===== src/rtl/axis_usb_framer.sv =====
// axis_usb_framer: wraps an AXI-Stream sample stream into USB frames of
// header {A5A5, seq}, L payload words (zero pads on input timeout), and an
// XOR trailer, delivered through a single registered AXI-Stream output.
//
// Ports:
//   aclk, aresetn     clock, asynchronous active-low reset
//   cfg_len           payload words per frame (0 is treated as 1)
//   cfg_timeout       idle DATA cycles before padding starts (0 = never pad)
//   s_axis_*          sample input (tready is combinational)
//   m_axis_*          framed output towards the USB TX FIFO (registered)
//   sts_frames        completed frame count
//   sts_pads          inserted pad word count
module axis_usb_framer #(
  parameter int unsigned CNTR_WIDTH = 10
) (
  input  logic                  aclk,
  input  logic                  aresetn,
  input  logic [CNTR_WIDTH-1:0] cfg_len,
  input  logic [15:0]           cfg_timeout,
  input  logic [31:0]           s_axis_tdata,
  input  logic                  s_axis_tvalid,
  output logic                  s_axis_tready,
  output logic [31:0]           m_axis_tdata,
  output logic                  m_axis_tvalid,
  input  logic                  m_axis_tready,
  output logic [31:0]           sts_frames,
  output logic [31:0]           sts_pads
);

  localparam int unsigned DATA_W  = 32;
  localparam int unsigned TMO_W   = 16;
  localparam logic [15:0] HDR_TAG = 16'hA5A5;
  localparam logic [TMO_W-1:0] TMO_MAX = '1;

  typedef enum logic [2:0] {IDLE, HEAD, DATA, PAD, TAIL} state_t;

  state_t                r_state,  w_state_nxt;
  logic [CNTR_WIDTH-1:0] r_len,    w_len_nxt;
  logic [CNTR_WIDTH-1:0] r_cnt,    w_cnt_nxt;
  logic [DATA_W-1:0]     r_xor,    w_xor_nxt;
  logic [TMO_W-1:0]      r_tmo,    w_tmo_nxt;
  logic [15:0]           r_seq,    w_seq_nxt;
  logic [DATA_W-1:0]     r_tdata,  w_tdata_nxt;
  logic                  r_tvalid, w_tvalid_nxt;
  logic [31:0]           r_frames, w_frames_nxt;
  logic [31:0]           r_pads,   w_pads_nxt;

  logic                  w_can_load;
  logic                  w_xfer;
  logic                  w_load;
  logic [DATA_W-1:0]     w_load_data;
  logic [CNTR_WIDTH-1:0] w_cnt_inc;
  logic [TMO_W-1:0]      w_tmo_inc;

  // Output register may take a new word when empty or being drained.
  assign w_can_load    = ~r_tvalid | m_axis_tready;
  assign s_axis_tready = (r_state == DATA) & w_can_load;
  assign w_xfer        = s_axis_tvalid & s_axis_tready;
  assign w_cnt_inc     = r_cnt + CNTR_WIDTH'(1);
  assign w_tmo_inc     = (r_tmo == TMO_MAX) ? r_tmo : r_tmo + TMO_W'(1);

  assign m_axis_tdata  = r_tdata;
  assign m_axis_tvalid = r_tvalid;
  assign sts_frames    = r_frames;
  assign sts_pads      = r_pads;

  // State register and datapath registers.
  always_ff @(posedge aclk or negedge aresetn) begin
    if (!aresetn) begin
      r_state  <= IDLE;
      r_len    <= '0;
      r_cnt    <= '0;
      r_xor    <= '0;
      r_tmo    <= '0;
      r_seq    <= '0;
      r_tdata  <= '0;
      r_tvalid <= 1'b0;
      r_frames <= '0;
      r_pads   <= '0;
    end else begin
      r_state  <= w_state_nxt;
      r_len    <= w_len_nxt;
      r_cnt    <= w_cnt_nxt;
      r_xor    <= w_xor_nxt;
      r_tmo    <= w_tmo_nxt;
      r_seq    <= w_seq_nxt;
      r_tdata  <= w_tdata_nxt;
      r_tvalid <= w_tvalid_nxt;
      r_frames <= w_frames_nxt;
      r_pads   <= w_pads_nxt;
    end
  end

  // Next-state and datapath update.
  always_comb begin
    w_state_nxt  = r_state;
    w_len_nxt    = r_len;
    w_cnt_nxt    = r_cnt;
    w_xor_nxt    = r_xor;
    w_tmo_nxt    = r_tmo;
    w_seq_nxt    = r_seq;
    w_frames_nxt = r_frames;
    w_pads_nxt   = r_pads;
    w_load       = 1'b0;
    w_load_data  = '0;

    case (r_state)
      IDLE: begin
        if (s_axis_tvalid) begin
          w_len_nxt   = (cfg_len == '0) ? CNTR_WIDTH'(1) : cfg_len;
          w_state_nxt = HEAD;
        end
      end
      HEAD: begin
        if (w_can_load) begin
          w_load      = 1'b1;
          w_load_data = {HDR_TAG, r_seq};
          w_cnt_nxt   = '0;
          w_xor_nxt   = '0;
          w_tmo_nxt   = '0;
          w_state_nxt = DATA;
        end
      end
      DATA: begin
        if (w_xfer) begin
          // A transfer always beats a coincident timeout.
          w_load      = 1'b1;
          w_load_data = s_axis_tdata;
          w_xor_nxt   = r_xor ^ s_axis_tdata;
          w_cnt_nxt   = w_cnt_inc;
          w_tmo_nxt   = '0;
          if (w_cnt_inc == r_len) w_state_nxt = TAIL;
        end else if (!s_axis_tvalid) begin
          // Only true input starvation counts; back-pressure holds the count.
          w_tmo_nxt = w_tmo_inc;
          if ((cfg_timeout != '0) && (w_tmo_inc == cfg_timeout)) w_state_nxt = PAD;
        end
      end
      PAD: begin
        if (w_can_load) begin
          w_load      = 1'b1;
          w_load_data = '0;
          w_cnt_nxt   = w_cnt_inc;
          w_pads_nxt  = r_pads + 32'd1;
          if (w_cnt_inc == r_len) w_state_nxt = TAIL;
        end
      end
      TAIL: begin
        if (w_can_load) begin
          w_load       = 1'b1;
          w_load_data  = r_xor;
          w_frames_nxt = r_frames + 32'd1;
          w_seq_nxt    = r_seq + 16'd1;
          w_state_nxt  = IDLE;
        end
      end
      default: w_state_nxt = IDLE;
    endcase

    // Output register: hold while stalled, otherwise take the new word or empty.
    w_tvalid_nxt = r_tvalid;
    w_tdata_nxt  = r_tdata;
    if (w_can_load) w_tvalid_nxt = w_load;
    if (w_load)     w_tdata_nxt  = w_load_data;
  end

endmodule


===== config.mk =====
export PLATFORM = sky130hd
export DESIGN_NAME = axis_usb_framer
export DESIGN_NICKNAME = d
export VERILOG_FILES = /design/src/rtl/axis_usb_framer.sv
export SDC_FILE = /design/constraint.sdc
export NUM_CORES = 1
export LEC_CHECK = 0
export CORE_MARGIN = 1
export CORE_UTILIZATION = 35
export CTS_CLUSTER_DIAMETER = 150
export CTS_CLUSTER_SIZE = 25
export DETAILED_ROUTE_END_ITERATION = 6
export PLACE_DENSITY = 0.6
export SYNTH_ARGS = -nofsm -noshare
export SYNTH_HDL_FRONTEND = slang
export SYNTH_SLANG_ARGS = --single-unit

===== constraint.sdc =====
create_clock -name aclk -period 2.93 [get_ports aclk]
set_input_delay 0.4395 -clock aclk [delete_from_list [all_inputs] [get_ports aclk]]
set_output_delay 0.4395 -clock aclk [all_outputs]
set_load 0.01 [all_outputs]

==> impl_metrics.json, run 1 <==
{
  "status": "completed",
  "openroad.warnings": 26,
  "fp-row-count": 58,
  "top_cell_area_share_pct": 50.5,
  "fin_crit_sh_pct": 93.5,
  "n_all_inverters": 16,
  "rsz0062_at_grt": "no",
  "pwr-share-clk_pct": 29.4,
  "chipHeight_um": 163,
  "power_mw": 7.71,
  "pre_cts_slack_ns": 0.168,
  "postCtsSetupRepairBufs": 0,
  "hpwl_um": 15700,
  "max-vdd-ir-drop_v": 0.000351,
  "largest_cell_class": "sequential cells",
  "num-nonclk-buffers": 183,
  "hp-class": "input port to async pin",
  "netlist_area_mm2": 0.00913,
  "p_int_mw": 5.14,
  "route.detailed.drc": 0,
  "utilization_pct": 46.3,
  "crit_chain": "ha_1 -> nand3_2 -> a31oi_1 -> nand4_1 -> a22oi_1 -> o2111ai_1 -> nor4_2 -> o2bb2ai_1",
  "use_met2_pct": 27.7,
  "comb-cell-share_pct": 36.4,
  "finalMaxSlewViolations": 0,
  "max_stage_delay_ns": 0.49,
  "crit_end": "r_state[0]",
  "drt_iter0_drc": 541,
  "synthArstFlopShare_pct": 100,
  "grt-ovfl-total": 0,
  "io_buffer_count": 159,
  "numCtsBuffers": 17,
  "power_leader": "sequential cells",
  "worstSetupPathType": "register to register",
  "aoi_share_pct": 9.01,
  "pwr-share-comb_pct": 25.4,
  "ctsLongestPathBuffers": 2,
  "adder_share_pct": 0.686,
  "whs_ns": 0.0217,
  "drtAntennaViolNets": 0,
  "cts-resized-gates": 0,
  "grt_pass1_wl_um": 36900,
  "cp_num_buf_inv": 0,
  "ys_seq_share_pct": 50.5,
  "final_cells": 1419,
  "p_seq_mw": 3.48,
  "gp_congestion": 0.898,
  "final_nets": 1143,
  "path_depth": 8,
  "fp_util_pct": 35.9,
  "crit_slowest_cell": "a31oi_1",
  "cp.arrival_ns": 3.09,
  "comb_area_mm2": 0.00427,
  "r2r_cells": 8,
  "dieWidth_um": 163,
  "p_sw_mw": 2.57
}
-- run 1: per-layer routing --
layer  vias to the layer above  part of all wire, %
li1                       3529                    -
met5                         -                    0
met4                         0                  1.5
met2                       167                   46
met3                        25                  5.6
met1                      3514                   47
-- run 1: worst register-to-register path: cells and delay by family (launching register included) --
| kind | cells | cell delay (ns) |
|---|---|---|
| DFF | 1 | 0.46 |
| and+or+nand+nor | 3 | 0.88 |
| adders and majority gates | 1 | 0.30 |
| AOI/OAI and AO/OA | 4 | 1.02 |
-- run 1: cell usage after synthesis, drive strengths merged, types with 12 or more instances --
library cell and number:
dfrtp 184, nand2 116, nor2 91, xnor2 74, xor2 69, nand3 67
nand4 35, o21ai 35, clkbuf 26, a21oi 24, a22oi 18, buf 18
inv 16, and3 15, nor4 15, mux2 13, nor3 12
Fig. 1: run 1, power grid
Pins as bars on the die edge. Tap cells in gray.
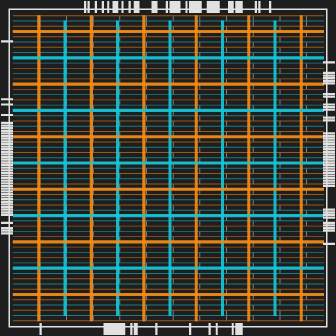
orange -> VSS
cyan -> VDD
met4 straps = 11
met5 straps = 11

Fig. 2: run 1, placed cells, one color a class
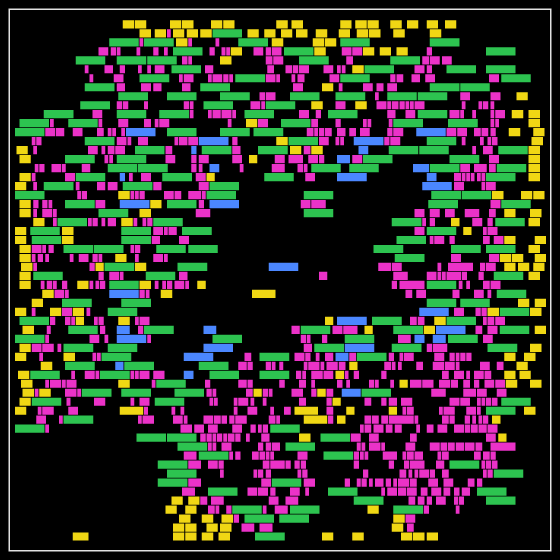
yellow -> remaining buffers and delay cells  # cells 183, share of their area 16%
blue -> clock drivers and dummy loads  # cells 32, share of their area 5.1%
magenta -> remaining logic cells  # cells 690, share of their area 38%
green -> registers  # cells 184, share of their area 41%

Fig. 3: run 1, clock network drawn from the DEF
Bar = 50 µm.
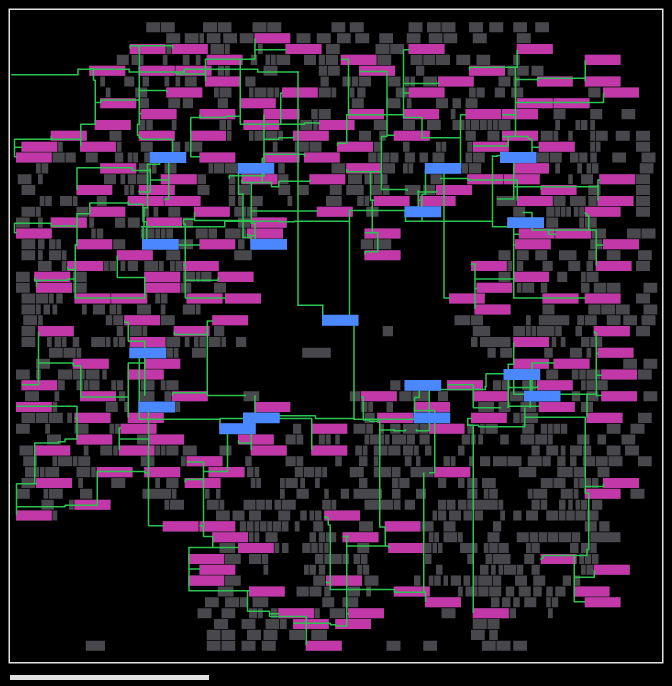
magenta -> flip-flops  # count 184
green -> clock wires  # length 2570 µm
blue -> clock-net drivers  # count 17
flops lie = widely spread
routed clock nets = 18
Post-Route Skew: 0.0127 ns
Clock group: 2.27 mW
clk_lat worst skew: 0.43 ns

Fig. 4: run 1, metal layers overlaid
Bar = 50 µm.
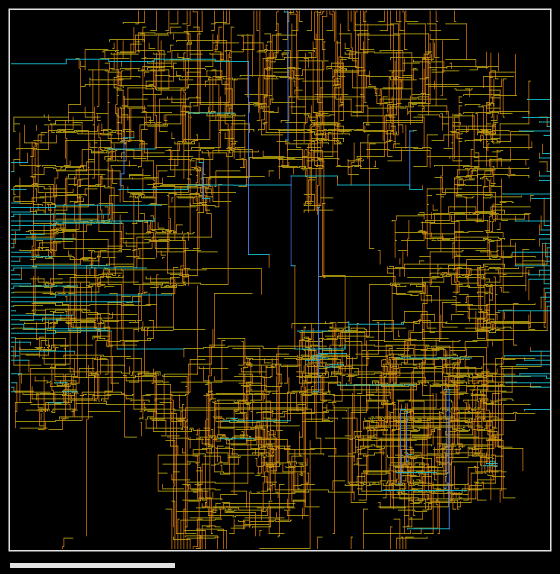
yellow -> M1  # wire length 10500 µm
cyan -> M3  # wire length 1260 µm
orange -> M2  # wire length 10400 µm
blue -> M4  # wire length 333 µm
GR Util All Layers: 17.4%
wire length per cell: 15.8 µm
final WL: 22400 µm
via count: 7235

==> run 2, diff against run 1 <==
--- a/config.mk
+++ b/config.mk
@@ -10,6 +10,7 @@
 export CTS_CLUSTER_DIAMETER = 150
 export CTS_CLUSTER_SIZE = 25
 export DETAILED_ROUTE_END_ITERATION = 6
+export GPL_ROUTABILITY_DRIVEN = 0
 export PLACE_DENSITY = 0.6
 export SYNTH_ARGS = -nofsm -noshare
 export SYNTH_HDL_FRONTEND = slang
Fig. 5: run 2, track usage over the die
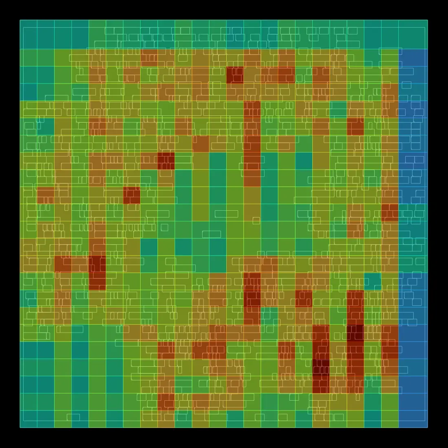
most used routing layer: met2
met2 Use GR: 27.7%
GR Util met3: 4.72%

Fig. 6: run 2, metal layers overlaid
Bar = 50 µm.
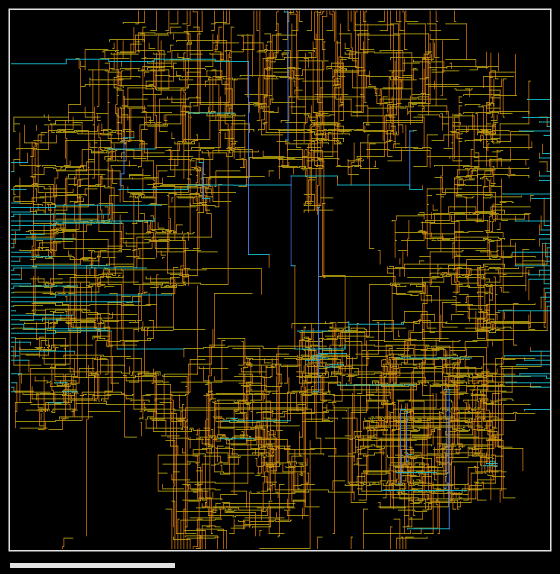
orange -> M2  # wire length 10400 µm
yellow -> M1  # wire length 10500 µm
blue -> M4  # wire length 333 µm
cyan -> M3  # wire length 1260 µm

Fig. 7: run 2, placed cells, one color a class
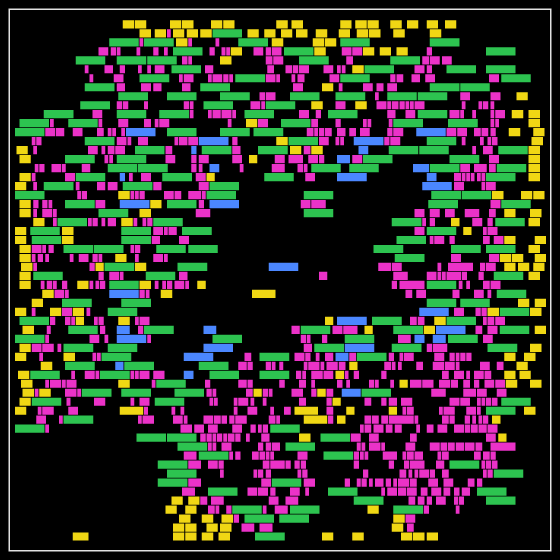
green -> registers  # cells 184, share of their area 41%
blue -> clock drivers and dummy loads  # cells 32, share of their area 5.1%
yellow -> remaining buffers and delay cells  # cells 183, share of their area 16%
magenta -> remaining logic cells  # cells 690, share of their area 38%

==> run 2 against run 1 <==
Net effect: maximum frequency stayed put; global-route usage stayed put; core utilization stayed put; area after synthesis stayed put; die area stayed put; flip-flop count stayed put.
==> impl_metrics.json, run 2 <==
{
  "openroad.warnings": 26,
  "finalMaxSlewViolations": 0,
  "p_sw_mw": 2.57,
  "yosysTopAreaCell": "dfrtp_1",
  "cts.sinks": 184,
  "status": "completed",
  "p_leak_nw": 5.09,
  "drt_wl_total_um": 22400,
  "dieWidth_um": 163,
  "nonClkBufAreaFrac_pct": 15.5,
  "pwr-share-comb_pct": 25.4,
  "setup_viol": 0,
  "whs_ns": 0.0217,
  "comb-cell-share_pct": 36.4,
  "fin_crit_sh_pct": 93.5,
  "pre_cts_slack_ns": 0.168,
  "grt-ovfl-total": 0,
  "power_mw": 7.71,
  "use_met1_pct": 23.0,
  "cts-resized-gates": 0,
  "drtAntennaViolNets": 0,
  "tightestPinTransition_ns": 0.606,
  "worstSetupPathType": "register to register",
  "n_all_inverters": 16,
  "numCtsBuffers": 17,
  "num-nonclk-buffers": 183,
  "fillerInstances": 2448,
  "rsz0062_at_grt": "no",
  "path_max_fanout": 10,
  "cp.arrival_ns": 3.09,
  "aoi_share_pct": 9.01,
  "avgRoutedWirePerCell_um": 15.8,
  "route.detailed.drc": 0,
  "io_buffer_count": 159,
  "comb_area_mm2": 0.00427,
  "met2_length_um": 10400,
  "adder_share_pct": 0.686,
  "dr.max_layer_used": "met4",
  "postCtsSetupRepairBufs": 0,
  "seqCellArea_mm2": 0.00460,
  "common_cells": "dfrtp_1, nand2_1, nor2_1, xnor2_1, xor2_1",
  "hpwl_um": 15700,
  "grt.total_usage_pct": 17.4,
  "ctsLongestPathBuffers": 2,
  "drt_iter0_drc": 541,
  "lay_top_cells": "dfrtp_1, clkdlybuf4s50_1, nand2_1, nor2_1, xnor2_1",
  "nClkBuffers": 18,
  "utilization_pct": 46.3,
  "netlist_area_mm2": 0.00913,
  "synthArstFlopShare_pct": 100,
  "ys_seq_share_pct": 50.5,
  "most_common_cell": "dfrtp_1",
  "max_stage_delay_ns": 0.49,
  "final_nets": 1143,
  "final_cells": 1419,
  "met3_length_um": 1260,
  "vias": 7235,
  "largest_cell_class": "sequential cells",
  "wl_met1_um": 10500,
  "max-vdd-ir-drop_v": 0.000351,
  "crit_slowest_cell": "a31oi_1",
  "grt_pass1_wl_um": 36900,
  "top_cell_area_share_pct": 50.5,
  "finClkSkew_ns": 0.0127,
  "hp-class": "input port to async pin",
  "fp_util_pct": 35.9,
  "p_int_mw": 5.14,
  "chipHeight_um": 163,
  "crit_chain": "ha_1 -> nand3_2 -> a31oi_1 -> nand4_1 -> a22oi_1 -> o2111ai_1 -> nor4_2 -> o2bb2ai_1",
  "fp-row-count": 58,
  "clock_area_share_pct": 4.88,
  "cp_num_buf_inv": 0,
  "pwr-share-clk_pct": 29.4,
  "clk_latency_ns": 0.43,
  "top_logic_kind": "simple AND/OR/NAND/NOR gates"
}
run 2: cell counts in the layout (fill, tap and decap cells not counted):
No cell type changed its count.
run 2: final timing paths:
check | end | slack, ns | depth (start not counted)
min reg2reg | sts_frames[31] | 0.48 | 1
min | r_xor[22] | 0.02 | 1
max reg2reg | r_state[0] | 0.19 | 8
max | r_state[0] | 0.19 | 8
min in group aclk | sts_frames[31] | 0.48 | 1
max in group asynchronous | sts_frames[20] | 2.15 | 2
run 2: power by group through the flow:
stage / Sequential, mW / Clock [mW] / Combinational [mW]
after floorplan: 3.42 / 0 / 1.27
after global routing: 3.55 / 2.44 / 2.20
after detailed placement: 3.51 / 0 / 1.98
final: 3.48 / 2.27 / 1.96
after CTS: 3.48 / 2.34 / 1.99
after global placement: 3.51 / 0 / 1.95
Power is estimated from default activity; no workload was simulated.
